==> config.mk <==
export PLATFORM = sky130hd
export DESIGN_NAME = vip_frame_capture
export DESIGN_NICKNAME = d
export VERILOG_FILES = /design/src/rtl/vip_frame_capture.sv
export SDC_FILE = /design/constraint.sdc
export NUM_CORES = 1
export LEC_CHECK = 0
export ABC_AREA = 1
export CAP_MARGIN = 10
export CORE_UTILIZATION = 40
export CTS_BUF_LIST = sky130_fd_sc_hd__clkbuf_8 sky130_fd_sc_hd__clkbuf_16
export DETAILED_ROUTE_END_ITERATION = 10
export PLACE_DENSITY_LB_ADDON = 0.15
export SETUP_SLACK_MARGIN = 0.1
export SLEW_MARGIN = 20
export SYNTH_ARGS = -nofsm -noshare
export SYNTH_HDL_FRONTEND = slang
export SYNTH_SLANG_ARGS = --single-unit
export TNS_END_PERCENT = 50
==> constraint.sdc <==
create_clock -name clk -period 2.1 [get_ports clk]
set_input_delay 0.21 -clock clk [delete_from_list [all_inputs] [get_ports clk]]
set_output_delay 0.21 -clock clk [all_outputs]
set_load 0.005 [all_outputs]
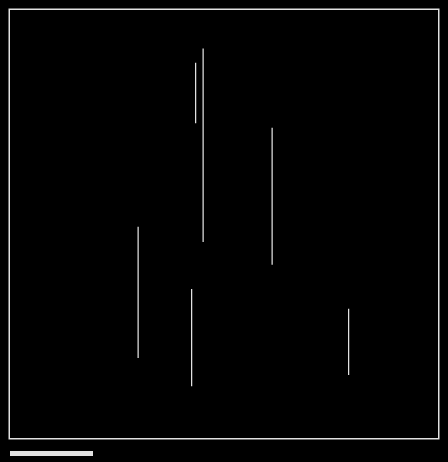
Fig. 1. The metal 4 layer (run 1).
The bar under the picture is 20 um long.
longest straight run	46.2 um
share of all routed wire	1.8%
wire length on this layer	163 um
main direction	vertical
nets with wire on the layer	5
total vias in the final route: 3466
aggregate routed wire length: 8.844 mm

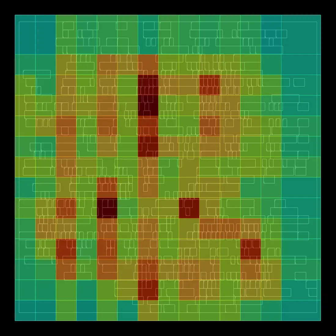
Fig. 2. Track usage over the die (run 1).
met1 capacity usage during global routing: 26.20%
wire per inst: 12.58 um
overall global routing resource usage: 18.47%
met2 track demand over resource: 26.77%
met3 track demand over resource in global routing: 3.932%

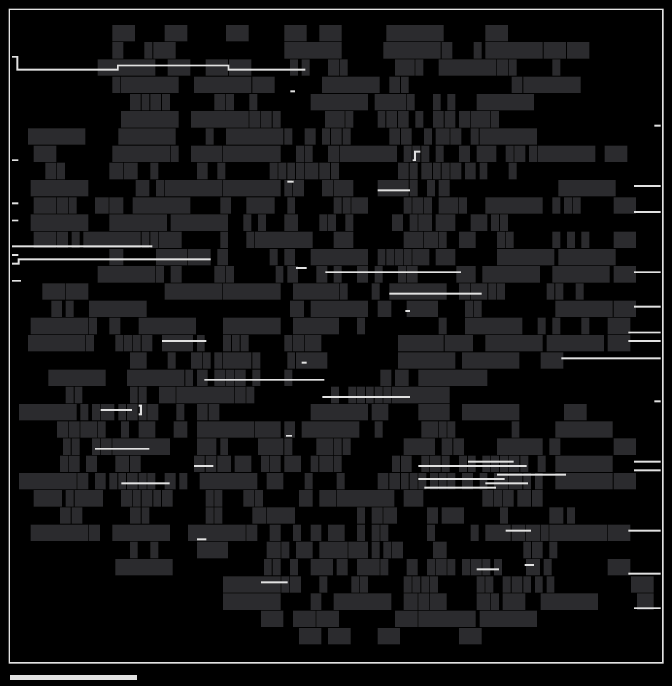
Fig. 3. Metal 3 (run 1).
The bar under the picture is 20 um long.
share of all routed wire	4.1%
main direction	horizontal
longest straight run	30.1 um
nets with wire on the layer	42

==> results.txt, run 1 <==
Results of an implementation run.

The run finished with clean final reports. The worst hold slack after final layout is 298.9 ps. The period utilization is 88.04%. The count of warning messages emitted by the tools is 30. The site row count is 36. The number of synthesized register bits is 81.

Timing would allow up to 0.5409 GHz. The area of combinational cells with multiple inputs is 1759 sq um. The number of clock-tree buffers in the layout is 10. The number of maximum-capacitance violations recorded for the run is 0. In this run the static leakage power is 2.319 nW.

The starting DRC count in detailed routing is 149. STA classifies the critical path startpoint as a flop. In the log, the iteration count for the first detailed-route pass is 4. The relative slew slack is 71.81%.

The vertical die size is 102.9 um. Of the total synthesized cell area, the portion taken by AND, OR, NAND and NOR gates is 28.92%. The script parses the final routing iteration and logs DRC violations as 0. The die width is 102.9 um. In this run, the clock network consumes 28.8% of the power. TritonCTS built the clock tree. The final layout net count is 579.

Entering global routing, the biggest net connects 58 pins. The number of H-tree levels is 3. The layout filler cell count is 986. The area of the core region is 9819 sq um.

Note that the worst hold path type here is input port to async pin. The number of antenna violations at the first check in global routing is 0. The Yosys chip area is 4075 sq um. The clock-cell share of area is 4.135%. The total CTS buffers is 9.

Looking at the VDD voltage map, the peak drop is 0.0003921 V. The power per cell area is 812.4 nW/um^2. The via count of the first global-routing pass is 3248. The clock root buffer is sky130_fd_sc_hd__clkbuf_8. Internal power comes to 0.002699 W. The worst-case register-to-register setup slack is 250 ps. The share of cell area taken by multi-input logic gates is 35.45%. For this run, the final setup violation count is recorded as 0.

For this run, the script counts the antenna cells in the layout as 0. The setup slack after layout is 251.2 ps. The worst path buffer plus inverter count is 1. Logic depth along the worst register-to-register path is recorded as 13. The design draws 0.004031 W.

Per the post-route antenna check, the number of violating nets is 0. The fraction of power consumed by combinational cells is 25.1%. The cell total in the yosys stat output is 506. The flip-flop count of the largest register, all copies and words added is 17.
## run 1: layout by cell type, fill, tap and decap left out, drive strengths merged, types with 8 or more instances in the layout
| cell type | n |
|---|---|
| inv | 58 |
| clkbuf | 10 |
| dfrtp | 81 |
| a21oi | 16 |
| nor2 | 48 |
| nand3 | 46 |
| o21ai | 41 |
| clkdlybuf4s50 | 44 |
| nand2 | 145 |
| o22ai | 13 |
| nand4 | 8 |
| buf | 14 |
| nor3 | 12 |
## run 1: Yosys cell counts, drive strengths merged
| master | instances |
|---|---|
| o31ai | 2 |
| buf | 9 |
| a31oi | 1 |
| clkbuf | 2 |
| nand3 | 46 |
| inv | 58 |
| a21oi | 16 |
| xor2 | 7 |
| nand4 | 8 |
| clkinv | 1 |
| a211oi | 1 |
| nand3b | 5 |
| nor3 | 12 |
| xnor2 | 1 |
| or2 | 1 |
| nand2 | 145 |
| dfrtp | 81 |
| ha | 7 |
| nor2 | 48 |
| o21ai | 41 |
| o22ai | 13 |
| and3 | 1 |
## run 1: timing repair
action | CTS | global route
gates resized | 0 | 6
buffers inserted | 0 | 2
hold buffers | 1 | 0
hold endpoints to repair | 24 | 0
setup endpoints to repair | 0 | 25
## run 1: metal layers
layer,global-route usage (%),vias up,wire length (um)
met4,8.992,0,163
met5,0,-,0
met1,26.20,1623,4413
li1,-,1761,-
met3,3.932,14,358
met2,26.77,68,3910
## run 1: power by group through the flow
stage / Combinational (W) / Clock, W / Sequential (W)
3_5_place_dp: 0.00101 / 0 / 0.00189
3_3_place_gp: 0.000995 / 0 / 0.00189
5_1_grt: 0.00116 / 0.00126 / 0.00189
4_1_cts: 0.00102 / 0.00120 / 0.00186
6_report: 0.00101 / 0.00116 / 0.00186
2_1_floorplan: 0.000672 / 0 / 0.00187
Fig. 4: run 1, metal 2
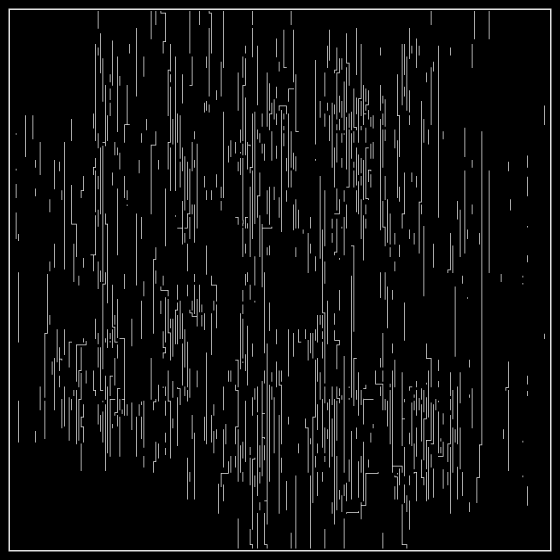

==> run 1 -> run 2 <==
--- a/config.mk
+++ b/config.mk
@@ -7,6 +7,8 @@
 export LEC_CHECK = 0
 export ABC_AREA = 1
 export CAP_MARGIN = 10
+export CELL_PAD_IN_SITES_DETAIL_PLACEMENT = 0
+export CELL_PAD_IN_SITES_GLOBAL_PLACEMENT = 1
 export CORE_UTILIZATION = 40
 export CTS_BUF_LIST = sky130_fd_sc_hd__clkbuf_8 sky130_fd_sc_hd__clkbuf_16
 export DETAILED_ROUTE_END_ITERATION = 10
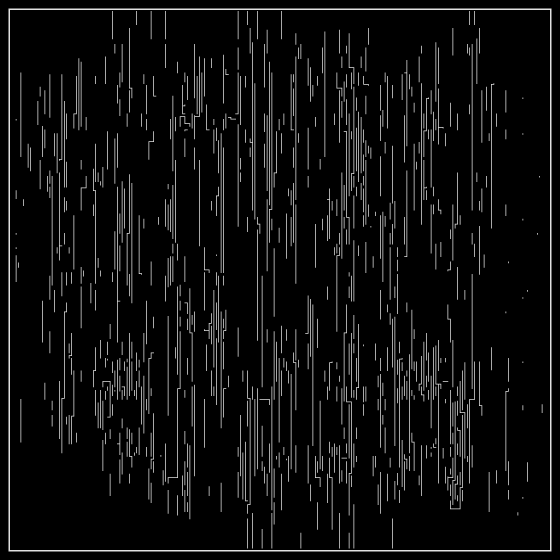
Fig. 5. Metal 2 (run 2).
share of all routed wire	44%
longest straight run	32.0 um
wire length on this layer	4030 um
main direction	vertical
nets with wire on the layer	455
met2 track demand over resource: 30.10%
aggregate routed wire length: 9.168 mm
total vias in the final route: 3468

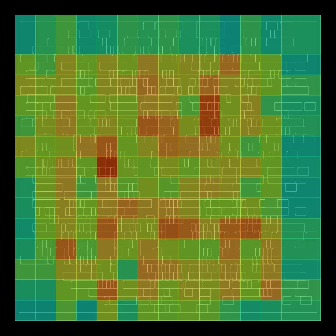
Fig. 6. Track usage over the die (run 2).
met1 capacity usage during global routing: 27.33%
GR peak layer: met2
met3 track demand over resource in global routing: 4.068%

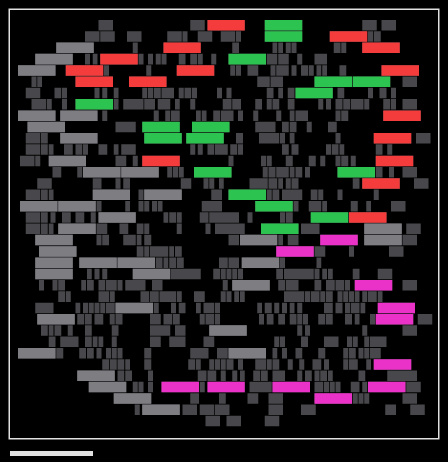
Fig. 7. Where the registers sit (run 2).
The bar under the picture is 20 um long. Other sequential cells in the stronger grey, the rest of the logic in the fainter grey.
name in the netlist	colour	sequential cells
wr_addr	red	16
line_cnt	magenta	11
word_cnt	green	17
not coloured	37
sequential cell power: 0.00185 W
fraction of the core area covered by cells at the end of the flow: 50.79%

==> results.txt, run 2 <==
Results of an implementation run.

From synthesis to final layout, the design area changed by 22.38%. The logs give a warning total of 30. Looking at the VDD voltage map, the peak drop is 0.0003767 V.

The setup slack after layout is 250.1 ps. According to the report, the first pass of detailed routing completed in 4 iterations. The flip-flop count of the largest register, all copies and words added is 17. The script logs the mean routed wire length per placed instance as 12.95 um. The most common cell in the synthesized netlist is sky130_fd_sc_hd__nand2_1.

The worst hold slack after final layout is 369.3 ps. The period utilization is 88.09%. The proportion of register bits with asynchronous set or reset after synthesis is 100.0%.

STA classifies the critical path startpoint as a flop. The starting DRC count in detailed routing is 151. The area recorded from the Yosys report for this design is 4075 sq um. Per the layout report, the design carries 1005 filler cells. The global-route usage over all layers is 19.28%. The type recorded for the worst min-delay path is input port to flop.

The number of flops mapped to enable cells by yosys is 0. After floorplanning, the core was sized to cover 9819 sq um. The H-tree was split into 3 levels. Looking at the cell usage after synthesis, the top flip-flop cell is sky130_fd_sc_hd__dfrtp_1. Total power normalized to cell area comes to 799.1 nW/um^2. The synthesized netlist was found by Yosys to have 506 cells.

The total CTS buffers is 9. The number of antenna violations at the first check in global routing is 0. The die width is 102.9 um. The number of antenna diodes in the final layout is 0. The final layout net count is 584. After synthesis, the most frequently instantiated cells are sky130_fd_sc_hd__nand2_1, sky130_fd_sc_hd__dfrtp_1, sky130_fd_sc_hd__inv_1, sky130_fd_sc_hd__nand3_1, sky130_fd_sc_hd__nor2_1. For reference, the placement row count at floorplan is 36. The clock root buffer is sky130_fd_sc_hd__clkbuf_8. The leakage power of the design is 2.332 nW. The logic depth of the worst register-to-register path is 11.

The via count of the first global-routing pass is 3279. After floorplanning, the die was sized to cover 10600 sq um. The die is 102.9 um tall. The residual DRC count is 0. The top cell types in the final layout, fill and taps aside, are sky130_fd_sc_hd__nand2_1, sky130_fd_sc_hd__dfrtp_1, sky130_fd_sc_hd__inv_1, sky130_fd_sc_hd__nand3_1, sky130_fd_sc_hd__clkdlybuf4s50_1. The clock period could shrink to 1850 ps. The final-report max-slew violation count is 0.

Counting only logic cells after layout, the most numerous master is sky130_fd_sc_hd__nand2_1. Across the run, the number of max-cap violations was 0. Nets still carrying antenna violations after routing amount to 0.

The maximum number of pins on one net before global-route repair is 43. The CTS tree is yes. The type of the worst setup path is flop to flop.

The insertion delay to the later sink of the worst-skew pair is 350 ps. The worst path buffer plus inverter count is 2. Headroom to the max-slew limit came out at 63.28%.

The maximum operating frequency is 0.5406 GHz. Per the layout area report, the combinational gate area comes to 1764 sq um. The worst-case register-to-register setup slack is 250 ps. The run finished with clean final reports.
[run 2: cell types whose count changed in the layout (fill, tap and decap cells not counted), moves of 2 or more]
cell,previous run,this run
sky130_fd_sc_hd__buf_4,12,16
sky130_fd_sc_hd__inv_6,0,3
sky130_fd_sc_hd__inv_2,3,5
sky130_fd_sc_hd__clkinv_4,2,0
[run 2: metrics by stage]
stage | std cells | utilization (%)
detailed placement | 689 | 48.55
CTS | 706 | 50.46
finish | 708 | 50.79
global route | 708 | 50.79
global placement | 689 | 48.55
floorplan | 506 | -
[run 2: final cells by class]
cell class	count	share of cell area, %
clock inverter	7	1.079
clock buffer	9	2.484
tap	133	3.337
multi-input combinational	355	35.37
sequential	81	40.64
timing repair buffer	64	12.64
inverter	59	4.441
[run 2: kinds of logic after synthesis]
family | Yosys count | synth area share, %
simple gates | 266 | 28.92
compound gates | 74 | 10.07
flops | 81 | 49.74
buf+inv | 70 | 7.399
fa+ha+maj | 7 | 2.149
xor+xnor | 8 | 1.719
[run 2: power by group]
group | internal, W | switching (W) | total, W
clock network | 0.000440 | 0.000616 | 0.00106
logic | 0.000406 | 0.000670 | 0.00108
registers | 0.00174 | 0.000112 | 0.00185
total | 0.00259 | 0.00140 | 0.00399
[run 2: routing by layer]
layer | global-route usage [%] | wire [um] | share of wire (%) | up-vias
li1 | - | - | - | 1775
met1 | 27.33 | 4684 | 51 | 1619
met2 | 30.10 | 4033 | 44 | 68
met3 | 4.068 | 387 | 4.2 | 6
met4 | 4.875 | 63 | 0.69 | 0
met5 | 0 | 0 | 0 | -
[run 2: timing repair]
action	4_1_cts	5_1_grt
buffers inserted	0	2
endpoints found under the setup margin	0	16
hold buffers	1	0
resized	0	7
hold endpoints to repair	40	0
Power and IR drop assume default switching activity.
